## src/rtl/vga_frame_packer_pkg.sv

```systemverilog
// Shared types and constants for the VGA frame packer.
// FSM state encoding, pack width and default frame geometry.
package vga_frame_packer_pkg;

  typedef enum logic [2:0] {
    IDLE,
    REQ,
    ACKLOW,
    CAPTURE,
    FLUSH,
    DACK,
    REPORT
  } state_t;

  localparam int PIX_PER_WORD = 4;
  localparam int H_ACTIVE = 800;
  localparam int V_ACTIVE = 600;
  localparam int DEF_FRAME_PIXELS = H_ACTIVE * V_ACTIVE;

endpackage

```

## src/rtl/vga_frame_packer_pack4.sv

```systemverilog
// Byte-lane packer: four 8-bit pixels into one 32-bit word.
// Ports: i_clear/i_en/i_data in; o_word (word incl. current byte),
// o_wrap (fourth byte this cycle), o_idx, o_partial (zero-padded).
module pixel_pack4
  import vga_frame_packer_pkg::*;
(
  input  logic        i_clk,
  input  logic        i_rst_n,
  input  logic        i_clear,
  input  logic        i_en,
  input  logic [7:0]  i_data,
  output logic [31:0] o_word,
  output logic        o_wrap,
  output logic [1:0]  o_idx,
  output logic [31:0] o_partial
);

  logic [31:0] r_pack;
  logic [1:0]  r_idx;
  logic [31:0] w_word;

  // Word as it looks with the incoming byte merged in.
  always_comb begin
    w_word = r_pack;
    w_word[{r_idx, 3'b000} +: 8] = i_data;
  end

  assign o_word    = w_word;
  assign o_wrap    = i_en && (r_idx == 2'(PIX_PER_WORD - 1));
  assign o_idx     = r_idx;
  assign o_partial = r_pack;

  // Pack register is zeroed on wrap so a later partial
  // word comes out zero-padded.
  always_ff @(posedge i_clk) begin
    if (!i_rst_n) begin
      r_pack <= '0;
      r_idx  <= '0;
    end else if (i_clear) begin
      r_pack <= '0;
      r_idx  <= '0;
    end else if (i_en) begin
      if (o_wrap) begin
        r_pack <= '0;
        r_idx  <= '0;
      end else begin
        r_pack <= w_word;
        r_idx  <= r_idx + 2'd1;
      end
    end
  end

endmodule

```

## src/rtl/vga_frame_packer.sv

```systemverilog
// One-frame capture controller and 8->32 bit pixel packer.
// Ports: arm/busy host side; vga_* capture handshake; video in;
// word/word_valid/word_ready/word_last out; frame status outputs.
module vga_frame_packer
  import vga_frame_packer_pkg::*;
#(
  parameter int FRAME_PIXELS = DEF_FRAME_PIXELS,
  parameter int COUNT_W      = 20
) (
  input  logic               clock,
  input  logic               reset,
  input  logic               arm,
  output logic               busy,
  output logic               vga_start,
  input  logic               vga_start_ack,
  input  logic               vga_done,
  output logic               vga_done_ack,
  input  logic [7:0]         video,
  input  logic               video_valid,
  output logic [31:0]        word,
  output logic               word_valid,
  input  logic               word_ready,
  output logic               word_last,
  output logic               frame_done,
  output logic [COUNT_W-1:0] pixel_count,
  output logic               overflow,
  output logic               short_frame
);

  localparam logic [COUNT_W-1:0] LP_FULL = COUNT_W'(FRAME_PIXELS);
  localparam logic [COUNT_W-1:0] LP_LAST = COUNT_W'(FRAME_PIXELS - 1);

  state_t             r_state;
  logic               r_start;
  logic               r_done_ack;
  logic               r_frame_done;
  logic [31:0]        r_word;
  logic               r_valid;
  logic               r_last;
  logic [COUNT_W-1:0] r_count;
  logic               r_ovf;
  logic               r_short;

  logic        w_in_cap;
  logic        w_take;
  logic        w_room;
  logic        w_emit;
  logic        w_clear;
  logic        w_wrap;
  logic [31:0] w_word;
  logic [31:0] w_partial;
  logic [1:0]  w_idx;

  // Pixels are honoured from ACKLOW on; anything past a full
  // frame is discarded.
  assign w_in_cap = (r_state == ACKLOW) || (r_state == CAPTURE);
  assign w_take   = w_in_cap && video_valid && (r_count < LP_FULL);
  // Holding register can take a word this cycle.
  assign w_room   = !r_valid || word_ready;
  assign w_emit   = (r_state == FLUSH) && (w_idx != 2'd0) && w_room;
  assign w_clear  = ((r_state == IDLE) && arm) || w_emit;

  pixel_pack4 u_pack (
    .i_clk     (clock),
    .i_rst_n   (reset),
    .i_clear   (w_clear),
    .i_en      (w_take),
    .i_data    (video),
    .o_word    (w_word),
    .o_wrap    (w_wrap),
    .o_idx     (w_idx),
    .o_partial (w_partial)
  );

  always_ff @(posedge clock) begin
    if (!reset) begin
      r_state      <= IDLE;
      r_start      <= 1'b0;
      r_done_ack   <= 1'b0;
      r_frame_done <= 1'b0;
      r_word       <= '0;
      r_valid      <= 1'b0;
      r_last       <= 1'b0;
      r_count      <= '0;
      r_ovf        <= 1'b0;
      r_short      <= 1'b0;
    end else begin
      if (r_valid && word_ready)
        r_valid <= 1'b0;

      if (w_take)
        r_count <= r_count + 1'b1;

      // Completed word: load over a handshaking word or drop it.
      if (w_wrap) begin
        if (w_room) begin
          r_word  <= w_word;
          r_valid <= 1'b1;
          r_last  <= (r_count == LP_LAST);
        end else begin
          r_ovf <= 1'b1;
        end
      end

      unique case (r_state)
        IDLE: begin
          if (arm) begin
            r_count <= '0;
            r_ovf   <= 1'b0;
            r_short <= 1'b0;
            r_start <= 1'b1;
            r_state <= REQ;
          end
        end
        REQ: begin
          if (vga_start_ack) begin
            r_start <= 1'b0;
            r_state <= ACKLOW;
          end
        end
        ACKLOW: begin
          if (!vga_start_ack)
            r_state <= CAPTURE;
        end
        CAPTURE: begin
          if (vga_done)
            r_state <= FLUSH;
        end
        FLUSH: begin
          if (w_idx != 2'd0) begin
            r_short <= 1'b1;
            if (w_room) begin
              r_word  <= w_partial;
              r_valid <= 1'b1;
              r_last  <= 1'b1;
            end
          end else begin
            if (r_count < LP_FULL)
              r_short <= 1'b1;
            if (!r_valid) begin
              r_done_ack <= 1'b1;
              r_state    <= DACK;
            end
          end
        end
        DACK: begin
          if (!vga_done) begin
            r_done_ack   <= 1'b0;
            r_frame_done <= 1'b1;
            r_state      <= REPORT;
          end
        end
        REPORT: begin
          r_frame_done <= 1'b0;
          r_state      <= IDLE;
        end
        default: r_state <= IDLE;
      endcase
    end
  end

  assign busy         = (r_state != IDLE);
  assign vga_start    = r_start;
  assign vga_done_ack = r_done_ack;
  assign word         = r_word;
  assign word_valid   = r_valid;
  assign word_last    = r_last;
  assign frame_done   = r_frame_done;
  assign pixel_count  = r_count;
  assign overflow     = r_ovf;
  assign short_frame  = r_short;

endmodule

```

## config.mk

```make
export PLATFORM = sky130hd
export DESIGN_NAME = vga_frame_packer
export DESIGN_NICKNAME = d
export VERILOG_FILES = /design/src/rtl/vga_frame_packer_pkg.sv /design/src/rtl/vga_frame_packer_pack4.sv /design/src/rtl/vga_frame_packer.sv
export SDC_FILE = /design/constraint.sdc
export NUM_CORES = 1
export LEC_CHECK = 0
export ABC_AREA = 1
export CAP_MARGIN = 20
export CORE_MARGIN = 2
export CORE_UTILIZATION = 50
export CTS_CLUSTER_SIZE = 25
export DETAILED_ROUTE_END_ITERATION = 10
export GPL_TIMING_DRIVEN = 0
export PLACE_DENSITY = 0.75
export REMOVE_ABC_BUFFERS = 1
export SLEW_MARGIN = 20
export SYNTH_ARGS = -nofsm -noshare
export SYNTH_HDL_FRONTEND = slang
export SYNTH_SLANG_ARGS = --single-unit
```

## constraint.sdc

```tcl
create_clock -name clock -period 2.65 [get_ports clock]
set_clock_uncertainty 0.1 [all_clocks]
set_input_delay 0.53 -clock clock [delete_from_list [all_inputs] [get_ports clock]]
set_output_delay 0.53 -clock clock [all_outputs]
set_load 0.03 [all_outputs]
```

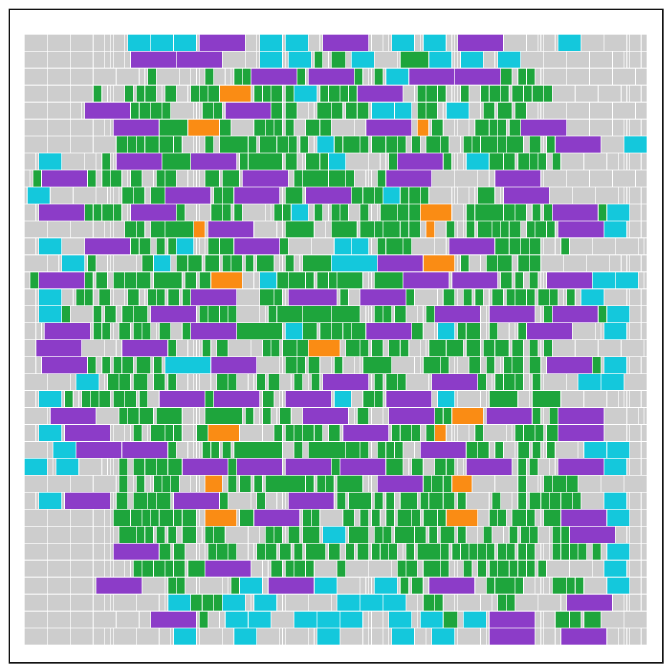
Run 1: placement by cell class
Fill, decap, tap and diode cells in grey.
Key: other buffers and delay cells = cyan [cells 90]; clock drivers and dummy loads = orange [cells 16]; flip-flops = purple [cells 96]; all other logic = green [cells 599]
Core Area: 0.00977 mm^2
Cell Rows: 36
Layout Utilization: 62.5%

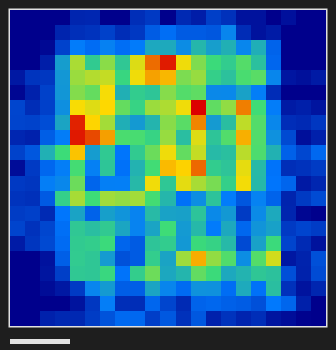
Run 1: signal metal coverage by tile
The bar under the picture is 20 um long. 21 x 21 tiles, from dark blue (low) to red (high), scaled to the fullest tile. Values are wire area over tile area, all layers added.
The densest ninth of the die: middle. 11% of the tiles are nearly empty. The mean over all tiles is 0.22. The fullest tile reaches 0.73. 20% of the tiles are over half the peak.

==> GITHUB_STEP_SUMMARY, run 1 <==
## PnR job results

| Metric | Value |
|---|---|
| RSZ-0062 raised after global routing | yes |
| Achievable frequency | 398 MHz |
| Top cells by area | dfxtp_1, nand2_1, nand3_1 |
| TritonRoute pass-1 iters | 5 |
| Nets@finish | about 800 |
| Yosys Instances | 726 |
| CTS Hold Buffers Added | 0 |
| Input/output buffers | 74 |
| Top delay family on crit path | simple AND/OR/NAND/NOR gates |
| Clk_lat worst skew | 0.37 ns |
| Crit-path cells | clkdlybuf4s50_1 -> inv_1 -> nor2_2 -> nand3_4 -> nor2_4 -> buf_4 -> nand3_1 -> nand3_1 -> nand2_1 -> inv_1 |
| Setup TNS | 0 ns |
| Yosys chip area | 0.00505 mm^2 |
| Reg2Reg Depth | 11 |
| Status | complete, no violations |
| Arrival time at the worst endpoint | roughly 2.7 ns |
| Worst Setup Start Kind | primary input |
| Final setup violation count | 0 |
| GPL Wtd Cong | 0.872 |
| Die X | 105 um |
| Most frequent cell after synthesis | nand2_1 |
| Inst Count DP | ~900 |
| Max-Slew Margin vs Limit | 49.3% |
| Max clock buf depth | 2 |
| CTS tree | built |
| Final Max Slew Viols | 0 |
| Ys flop type | dfxtp_1 |
| First-pass GRT wire length | 22,700 um |
| Reg2Reg Launch Point | pixel_count[19]$_SDFF_PN0_ |
| Largest net degree at the start of global routing | 49 |
| Sequential standard cell area | about 0.0019 mm^2 |
| Max Cap Viol | 0 |
| Max FO, Critical Path | 49 |
| Worst path slowest cell | nand3_4 |
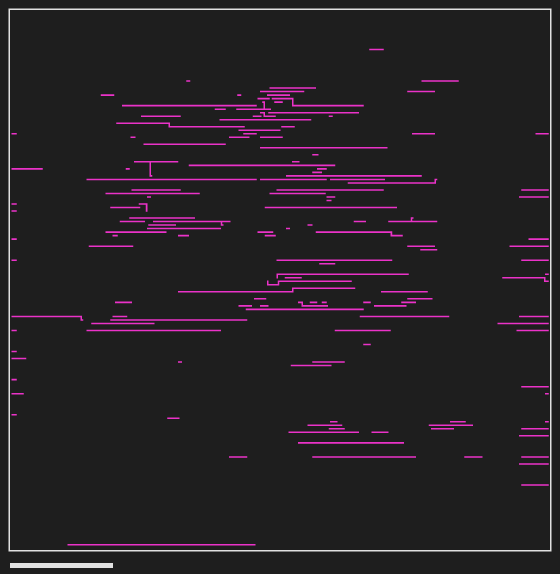
Run 1: metal 3
The bar under the picture is 20 um long.
The layer carries 1,110 um of wire. 95 nets have wire on it. The layer holds 7.8% of the routed length. The longest straight run is 36.1 um.
drt total wl: 14,300 um
vias: 5,193
met3 usage: 3.24%

==> run 1: metal layers <==
metal | wire length, um | vias to the layer above | GRT usage [%]
li1 | - | 2513 | -
met5 | 0 | - | 0
met1 | 6180 | 2384 | 34.1
met3 | 1110 | 53 | 3.24
met2 | 6560 | 243 | 40.8
met4 | 463 | 0 | 11.5
==> run 1: worst register-to-register path: cells and delay by family, from the launching register on <==
kind                   cells  cell delay (ns)
DFF                        1             0.42
AOI/OAI and AO/OA          1             0.14
and+or+nand+nor            7             1.40
buffers and inverters      3             0.35
==> run 1: cells by family after synthesis <==
group,count (synthesis),share of synthesized area (%)
AOI/OAI and AO/OA,132,16.7
DFF,96,38.0
and+or+nand+nor,338,29.9
xor gates and xnor gates,4,0.693
buffers and inverters,150,13.2
adders and majority gates,6,1.49
==> run 1: final cells by class <==
class,count,share of cell area (%)
multi-input cells,483,41.2
clock buffers,11,2.31
inverters,115,7.16
repair inverters,1,0.123
well taps,133,2.72
flip-flops and latches,96,31.5
repair buffers,90,14.5
clock inverters,5,0.512
==> run 1: where the power goes <==
| group | total [W] | switching, W | internal (W) |
|---|---|---|---|
| sequential | 0.00154 | 0.0000560 | 0.00149 |
| combinational | 0.000735 | 0.000518 | 0.000217 |
| clock | 0.000892 | 0.000525 | 0.000366 |
| total | 0.00317 | 0.00110 | 0.00207 |
==> run 1: path summary, 6_finish.rpt <==
kind	to
min reg2reg	vga_start$_SDFFE_PN0P_
max reg2reg	word[27]$_SDFF_PN0_
max	word[27]$_SDFF_PN0_
min	vga_start$_SDFFE_PN0P_
==> run 1: repair_timing <==
action                                  CTS  global route
cloned                                    3             1
pin swaps                                 2             5
gates resized                             6             3
setup buffers                            10             6
endpoints found under the hold margin     0             0
endpoints found under the setup margin   43            42
## Run 2: what changed since run 1
Settings changed: CAP_MARGIN 20 to unset.
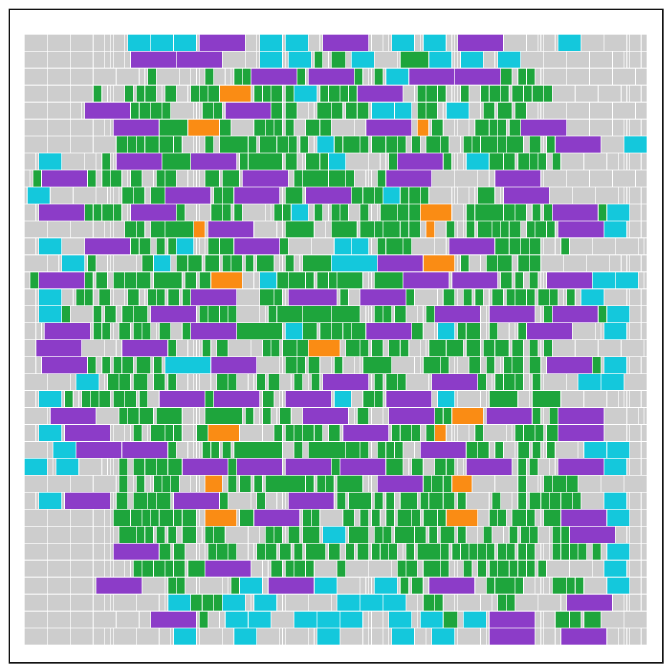
Run 2: placement by cell class
Fill, decap, tap and diode cells in grey.
Key: all other logic = green [cells 599]; other buffers and delay cells = cyan [cells 90]; clock drivers and dummy loads = orange [cells 16]; flip-flops = purple [cells 96]

==> run 2 against run 1 <==
Critical path depth unchanged; non-clock buffer count unchanged; worst setup slack unchanged; register-to-register slack about the same; power unchanged; count of clock-buffer cells in the layout unchanged; clock power about the same; first-iteration DRC count unchanged.
==> GITHUB_STEP_SUMMARY, run 2 <==
## PnR job results

| Metric | Value |
|---|---|
| Met3 usage | 3.24% |
| Yosys chip area | 0.00505 mm^2 |
| Sequential standard cell area | ~0.0019 mm^2 |
| Status | complete, no violations |
| CP endpoint | word[27]$_SDFF_PN0_ |
| Yosys Instances | 726 |
| GPL Wtd Cong | slightly below 0.9 |
| M2 GR Usage | 40.8% |
| RSZ-0062 raised after global routing | yes |
| Core Area | 0.00977 mm^2 |
| P_sw | 0.00110 W |
| Reg2Reg Depth | 11 |
| Die X | 105 um |
| Busiest metal layer after global routing | met2 |
| Max FO, Critical Path | 49 |
| Input/output buffers | 74 |
| Ys flop type | dfxtp_1 |
| TritonRoute pass-1 iters | 5 |
| Routed met3 length | 1110 um |
| Internal | 0.00207 W |
| Logic pwr share | 23.2% |
| CTS Hold Buffers Added | 0 |
| Met1 Use GR | 34.1% |
| Drt total wl | around 14,000 um |
| Final setup violation count | 0 |
| Clk_lat worst skew | between 0.3 and 0.4 ns |
| Max-Slew Margin vs Limit | 49.3% |
| Largest net degree at the start of global routing | 49 |
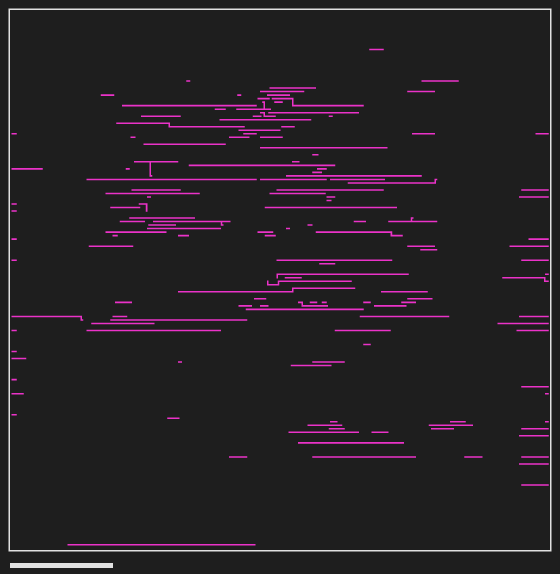
Run 2: metal 3
The bar under the picture is 20 um long.

[run 2: cell type report]
| class | instances | share of cell area [%] |
|---|---|---|
| tap | 133 | 2.72 |
| clock buffer | 11 | 2.31 |
| clock inverter | 5 | 0.512 |
| timing repair buffer | 90 | 14.5 |
| timing repair inverter | 1 | 0.123 |
| inverter | 115 | 7.16 |
| multi-input combinational | 483 | 41.2 |
| sequential | 96 | 31.5 |
[run 2: per-stage QoR]
| stage | setup WS, ns | power (W) | instances |
|---|---|---|---|
| after floorplan | -0.123 | 0.00204 | 691 |
| after global placement | -1.19 | 0.00224 | 898 |
| after detailed placement | -0.665 | 0.00227 | 898 |
| after CTS | 0.00617 | 0.00314 | 927 |
| after global routing | -0.0114 | 0.00331 | 934 |
| final | 0.139 | 0.00317 | 934 |
[run 2: timing repair]
action,4_1_cts,5_1_grt
resized,6,3
setup buffers,10,6
setup endpoints to repair,43,42
pin swaps,2,5
gates cloned,3,1
[run 2: power groups by stage]
| stage | Combinational (W) | Clock [W] | Sequential [W] |
|---|---|---|---|
| detailed placement | 0.000694 | 0 | 0.00157 |
| floorplan | 0.000440 | 0 | 0.00160 |
| finish | 0.000735 | 0.000892 | 0.00154 |
| CTS | 0.000703 | 0.000897 | 0.00154 |
| global placement | 0.000673 | 0 | 0.00157 |
| global route | 0.000796 | 0.000959 | 0.00155 |
[run 2: logic make-up (layout without fill, tap and decap cells)]
group | Yosys count | count (layout) | share of synthesized area (%)
simple gates | 338 | 341 | 29.9
buf+inv | 150 | 222 | 13.2
compound gates | 132 | 132 | 16.7
flops | 96 | 96 | 38.0
fa+ha+maj | 6 | 6 | 1.49
xor+xnor | 4 | 4 | 0.693
[run 2: worst min-delay path, cell delays in order, from the launching register on]
cell and delay (ns):
dfxtp_1 0.32, inv_1 0.04, a21oi_1 0.05
## Run 3: what changed since run 2
Settings changed: CTS_BUF_LIST set to sky130_fd_sc_hd__clkbuf_8.
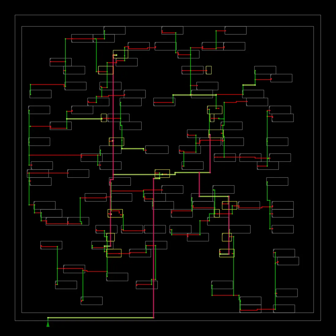
Run 3: clock routing
Power Clock: 0.000890 W
Clock Buffer Count: 10
FFs & Latches: 96

==> run 3 against run 2 <==
Sequential share of layout area is the same; power down 0.12%; synthesized cell count unchanged; final cell count stayed put; largest cell class unchanged; highest routed layer unchanged.
==> GITHUB_STEP_SUMMARY, run 3 <==
## PnR job results

| Metric | Value |
|---|---|
| Worst slack, placed | -0.665 ns |
| CTS Hold Buffers Added | 0 |
| Worst setup slack after layout | 0.138 ns |
| Power share of the clock group | 28.1% |
| Status | complete, no violations |
| Met1 WL | 6150 um |
| Logic pwr share | 23.2% |
| Layout Utilization | 62.5% |
| Clk_lat worst skew | between 0.3 and 0.4 ns |
| Inst Count DP | 898 |
| Largest net degree at the start of global routing | just under 50 |
| GPL Wtd Cong | 0.872 |
| Arrival time at the worst endpoint | 2.73 ns |
| Max Cap Viol | 0 |
| Max-Slew Margin vs Limit | 49.2% |
| Die X | 105 um |
| Total power | 0.00317 W |
| RSZ-0062 raised after global routing | yes |
| Worst Setup Start Kind | primary input |
| Yosys chip area | between 0.005 and 0.006 mm^2 |
| Ys flop type | dfxtp_1 |
| Reg2Reg Launch Point | pixel_count[14]$_SDFF_PN0_ |
| Internal | 0.00207 W |
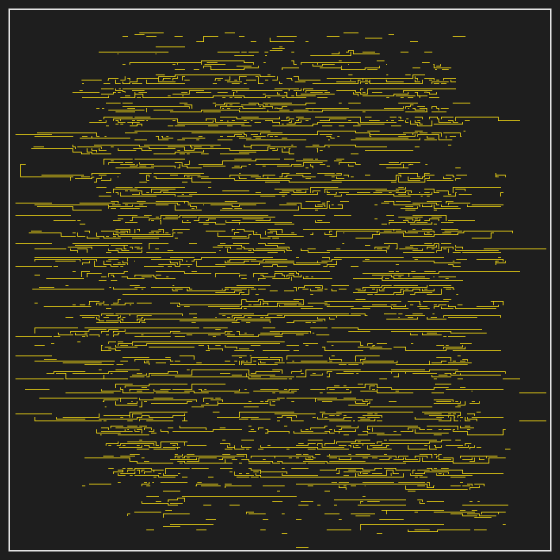
Run 3: met1 routing
The longest straight run is 29.4 um. 763 nets have wire on it.
drt total wl: 14,300 um
met1 Use GR: 34.1%
vias: 5,194

-- run 3: cell counts after synthesis --
Identical to the previous run, type by type.
-- run 3: cell type report --
cell class,count,area (um^2),share of cell area (%)
repair buffers,90,886,14.5
flip-flops and latches,96,1920,31.5
inverters,115,438,7.16
clock buffers,10,138,2.25
clock inverters,6,35.0,0.573
repair inverters,1,7.51,0.123
well taps,133,166,2.72
multi-input cells,483,2520,41.2
-- run 3: power by group through the flow --
stage | registers [W] | logic, W | clock network [W]
after floorplan | 0.00160 | 0.000440 | 0
after global placement | 0.00157 | 0.000673 | 0
after detailed placement | 0.00157 | 0.000694 | 0
after CTS | 0.00154 | 0.000703 | 0.000893
after global routing | 0.00155 | 0.000796 | 0.000955
final | 0.00154 | 0.000733 | 0.000890
-- run 3: cell families (layout without fill, tap and decap cells) --
| kind of cell | Yosys count | in the layout | share of synthesized area (%) |
|---|---|---|---|
| buf+inv | 150 | 222 | 13.2 |
| xor+xnor | 4 | 4 | 0.693 |
| fa+ha+maj | 6 | 6 | 1.49 |
| simple gates | 338 | 341 | 29.9 |
| flops | 96 | 96 | 38.0 |
| compound gates | 132 | 132 | 16.7 |
-- run 3: final timing paths --
path                                 end  slack (ns)  cells past startpoint
setup / recovery     word[27]$_SDFF_PN0_        0.14                     10
hold / removal    vga_start$_SDFFE_PN0P_        0.35                      2
setup reg to reg     word[27]$_SDFF_PN0_        0.20                     10
hold reg to reg   vga_start$_SDFFE_PN0P_        0.35                      2
-- run 3: layer usage --
metal / vias up / global-route usage, %
met1: 2396 / 34.1
met5: - / 0
met2: 242 / 40.8
met3: 42 / 3.24
li1: 2514 / -
met4: 0 / 11.5
-- run 3: critical path, delay by kind of cell --
kind | cells | cell delay (ns)
buffers and inverters | 4 | 0.75
AND/OR/NAND/NOR | 6 | 1.42
No activity file was given, so power comes from the tool's default toggle rates.
